===== config.mk =====
export PLATFORM = sky130hd
export DESIGN_NAME = threshold_monitor_4bit
export DESIGN_NICKNAME = d
export VERILOG_FILES = /design/src/rtl/threshold_monitor_pkg.sv /design/src/rtl/comparator_4bit.sv /design/src/rtl/threshold_monitor_4bit.sv
export SDC_FILE = /design/constraint.sdc
export NUM_CORES = 1
export LEC_CHECK = 0
export CAP_MARGIN = 25
export CORE_UTILIZATION = 51
export CTS_CLUSTER_DIAMETER = 60
export DETAILED_ROUTE_END_ITERATION = 8
export PLACE_DENSITY = 0.83
export REMOVE_ABC_BUFFERS = 1
export SLEW_MARGIN = 40
export SYNTH_ARGS = -nofsm -noshare
export SYNTH_HDL_FRONTEND = slang
export SYNTH_SLANG_ARGS = --single-unit

===== constraint.sdc =====
create_clock -name clk -period 3.4 [get_ports clk]
set_clock_uncertainty 0.15 [all_clocks]
set_input_delay 0.51 -clock clk [delete_from_list [all_inputs] [get_ports clk]]
set_output_delay 0.51 -clock clk [all_outputs]
set_load 0.02 [all_outputs]

===== src/rtl/threshold_monitor_pkg.sv =====
// Shared types and constants for the threshold monitor.
// Holds the FSM state encodings and the debounce counter width.
package threshold_monitor_pkg;

  localparam int DCNT_W = 4;

  typedef enum logic [2:0] {
    NORMAL  = 3'd0,
    PEND_HI = 3'd1,
    HIGH    = 3'd2,
    PEND_LO = 3'd3,
    LOW     = 3'd4
  } state_t;

endpackage


===== src/rtl/comparator_4bit.sv =====
// Unsigned 4-bit magnitude comparator.
// Reports a > b and a < b.
module comparator_4bit (
  input  logic [3:0] a,
  input  logic [3:0] b,
  output logic       gt,
  output logic       lt
);

  assign gt = (a > b);
  assign lt = (a < b);

endmodule


===== src/rtl/threshold_monitor_4bit.sv =====
// Debounced high/low threshold monitor with hysteresis,
// config checking and a saturating alarm-entry counter.
module threshold_monitor_4bit
  import threshold_monitor_pkg::*;
#(
  parameter int DEBOUNCE = 3
) (
  input  logic       clk,
  input  logic       rst,
  input  logic       sample_valid,
  input  logic [3:0] sample,
  input  logic [3:0] thresh_hi,
  input  logic [3:0] thresh_lo,
  input  logic       cnt_clr,
  output logic [2:0] state,
  output logic       alarm_hi,
  output logic       alarm_lo,
  output logic       in_range,
  output logic       cfg_err,
  output logic [7:0] event_count
);

  localparam logic [DCNT_W:0] DB = (DCNT_W+1)'(DEBOUNCE);

  state_t            cur;
  state_t            nxt;
  logic [DCNT_W-1:0] dcnt;
  logic [DCNT_W-1:0] dn;
  logic [DCNT_W:0]   dinc;
  logic              db_hit;

  logic above, below_hi;
  logic below, above_lo;
  logic thr_gt, thr_lt;
  logic cfg_bad;
  logic entry;

  comparator_4bit u_cmp_hi (
    .a  (sample),
    .b  (thresh_hi),
    .gt (above),
    .lt (below_hi)
  );

  comparator_4bit u_cmp_lo (
    .a  (sample),
    .b  (thresh_lo),
    .gt (above_lo),
    .lt (below)
  );

  comparator_4bit u_cmp_cfg (
    .a  (thresh_hi),
    .b  (thresh_lo),
    .gt (thr_gt),
    .lt (thr_lt)
  );

  assign cfg_bad = thr_lt & ~thr_gt;
  assign dinc    = {1'b0, dcnt} + 1'b1;
  assign db_hit  = (dinc == DB);
  assign state   = cur;

  always_comb begin
    nxt = cur;
    dn  = dcnt;
    // Bad thresholds override everything, even without a sample.
    if (cfg_bad || cfg_err) begin
      nxt = NORMAL;
      dn  = '0;
    end else if (sample_valid) begin
      unique case (cur)
        NORMAL: begin
          dn = '0;
          if (above) begin
            if (DB == 1) nxt = HIGH;
            else begin
              nxt = PEND_HI;
              dn  = 1;
            end
          end else if (below) begin
            if (DB == 1) nxt = LOW;
            else begin
              nxt = PEND_LO;
              dn  = 1;
            end
          end
        end
        PEND_HI: begin
          if (above) begin
            if (db_hit) begin
              nxt = HIGH;
              dn  = '0;
            end else begin
              dn = dinc[DCNT_W-1:0];
            end
          end else begin
            nxt = NORMAL;
            dn  = '0;
          end
        end
        PEND_LO: begin
          if (below) begin
            if (db_hit) begin
              nxt = LOW;
              dn  = '0;
            end else begin
              dn = dinc[DCNT_W-1:0];
            end
          end else begin
            nxt = NORMAL;
            dn  = '0;
          end
        end
        HIGH: begin
          if (below_hi) nxt = NORMAL;
        end
        LOW: begin
          if (above_lo) nxt = NORMAL;
        end
        default: begin
          nxt = NORMAL;
          dn  = '0;
        end
      endcase
    end
  end

  assign entry = ((nxt == HIGH) && (cur != HIGH))
              || ((nxt == LOW) && (cur != LOW));

  always_ff @(posedge clk or posedge rst) begin
    if (rst) begin
      cur         <= NORMAL;
      dcnt        <= '0;
      alarm_hi    <= 1'b0;
      alarm_lo    <= 1'b0;
      in_range    <= 1'b1;
      cfg_err     <= 1'b0;
      event_count <= '0;
    end else begin
      cur      <= nxt;
      dcnt     <= dn;
      alarm_hi <= (nxt == HIGH);
      alarm_lo <= (nxt == LOW);
      in_range <= (nxt != HIGH) && (nxt != LOW) && !cfg_bad;
      cfg_err  <= cfg_bad;
      if (cnt_clr) begin
        event_count <= entry ? 8'd1 : 8'd0;
      end else if (entry && (event_count != 8'hff)) begin
        event_count <= event_count + 8'd1;
      end
    end
  end

endmodule


==> impl_metrics.csv <==
group,metric,value,unit
power_and_ir_drop,switching_share,0.317,
synth,ys_cells,172,
outcome,status,"finished, final reports clean",
drt,vias_per_cell,6.17,
synth,yosysTopAreaCell,"dfrtp_1",
floorplan,core,2780,sq um
global_route,grt_pass1_wl,6.31,mm
cells_and_area,drive_gt1_frac,0.107,
synth,ys_types,48,
cells_and_area,clk_share,0.0137,
worst_setup_path,cp.depth,11,
timing,worst_slack,0.125,ns
timing,finalSetupViolCount,0,
timing,finalCriticalPeriod,3.27,ns
cells_and_area,layout_top_cells,"30 x clkdlybuf4s50_1, 18 x dfrtp_1, 15 x nor2_1, 14 x ha_1, 12 x inv_1",
cells_and_area,final_area,1910,sq um
global_route,use_met2,0.445,
power_and_ir_drop,pg_clk,0.115,mW
worst_hold_path,hold_class,"input pin to async pin",
drt,vias,1462,
synth,top_cells_by_area,"dfrtp_1 30%, ha_1 12%, nor2b_1 4.5%",
clock_network,h-tree-depth,1,
synth,yosysChipArea,1520,sq um
worst_setup_path,r2r-start,"dcnt[0]",
synth,netlist.area_leader.share,0.297,
timing,drv_slew,0,
worst_setup_path,timing.rr.end,"event_count[7]",
synth,synthSimpleGateAreaFrac,0.289,
clock_network,tritoncts,"yes",
drt,firstDrtPassIters,5,
cells_and_area,final_nets,237,
cells_and_area,largest_reg_flops,8,
synth,top_cell,"dfrtp_1",
clock_network,cts_hold_buf,0,
synth,synth.area.mux_share,0.0445,
worst_setup_path,endpoint,"event_count[7]",
timing,hold_viol,0,
global_route,grt_use_met1,0.304,
clock_network,numClockSinks,19,
synth,synthFlopType,"dfrtp_1",
flow_run,warning_count,26,
power_and_ir_drop,p_switching,0.166,mW
worst_setup_path,r2r_setup_slack,0.52,ns
floorplan,initCoreUtil,0.546,
cells_and_area,antennaDiodeCount,0,
place,dp_cells,232,
worst_setup_path,path_delay_family,"AND-OR/OR-AND gates",
cells_and_area,fin_util,0.688,
floorplan,die_w,56.6,um
worst_setup_path,cp_data_arrival_time,3.31,ns
clock_network,post_cts_buffers,0,
cells_and_area,layoutNonFillerInstCount,237,
floorplan,chipArea,3200,sq um
timing,fmax,0.305,GHz
drt,drt-total-wl,3.72,mm
synth,synth_warnings,0,
timing,grt_setup_unrepaired,"false",
synth,syn-instance-count,172,
floorplan,taps,31,
worst_setup_path,reg2reg_depth,9,
worst_setup_path,path_buffers,2,
place,post-place-ws,-0.142,ns
synth,ys_sh_xor,0.0272,
place,dpl-instance-area,1860,sq um
cells_and_area,sh_comb_area,0.517,
cells_and_area,nMultiInputCombCells,135,
cells_and_area,register_area,477,sq um
cells_and_area,design.seq.count,19,
synth,top_logic_kind,"simple AND/OR/NAND/NOR gates",
synth,ys.flops,19,
synth,top_cells_by_count,"18 x dfrtp_1, 15 x nor2_1, 14 x ha_1",
power_and_ir_drop,p_comb,0.168,mW
synth,synth_area,1520,sq um
worst_setup_path,path_class,"input pin to flop",
clock_network,cts_resized,0,
drt,routed.top_layer,"met4",
synth,postSynthSeqShare,0.314,
power_and_ir_drop,power_frac_seq,0.461,
Clock network drawn from the DEF:
(10 px per um)
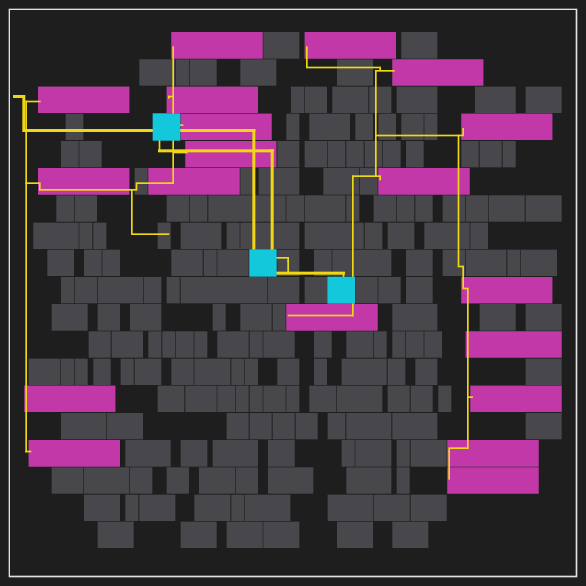
[clock wires] yellow | length: 252 um
[flip-flops] magenta | count: 19
[clock drivers] cyan | count: 3
flops lie	all over the die

Layout detail:
Window x 16 to 41, y 16 to 41 um. Cells in grey, sequential cells in the stronger grey; small squares are vias.
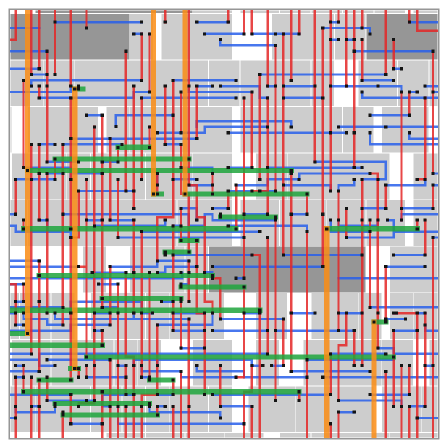
layer	colour
metal 4	orange
metal 2	red
metal 1	blue
metal 3	green
cells with their middle in the window	68
most frequent	nor2_1 (6), inv_1 (5), nand2_1 (5)
sequential cells in the window	2
netlist names of flops here include	event_count (1), state (1)

Placement by cell class:
(6 px per um) Fill, decap, tap and diode cells in grey.
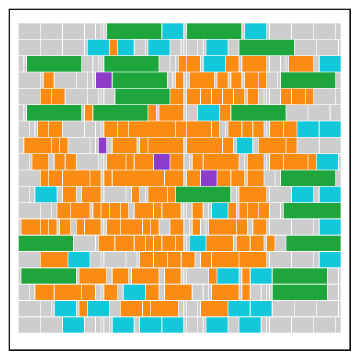
class	colour	cells
clock drivers and dummy loads	purple	4
combinational and other logic	orange	149
remaining buffers and delay cells	cyan	34
sequential cells	green	19

Cell area per tile:
(4 px per um) The die is cut into 11 by 11 equal tiles; black is low, pale yellow is high, 0 to 100% covered.
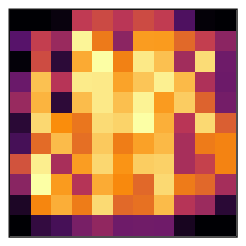
mean over tiles	59%
fullest tile	100%
tiles over 75% full	38%

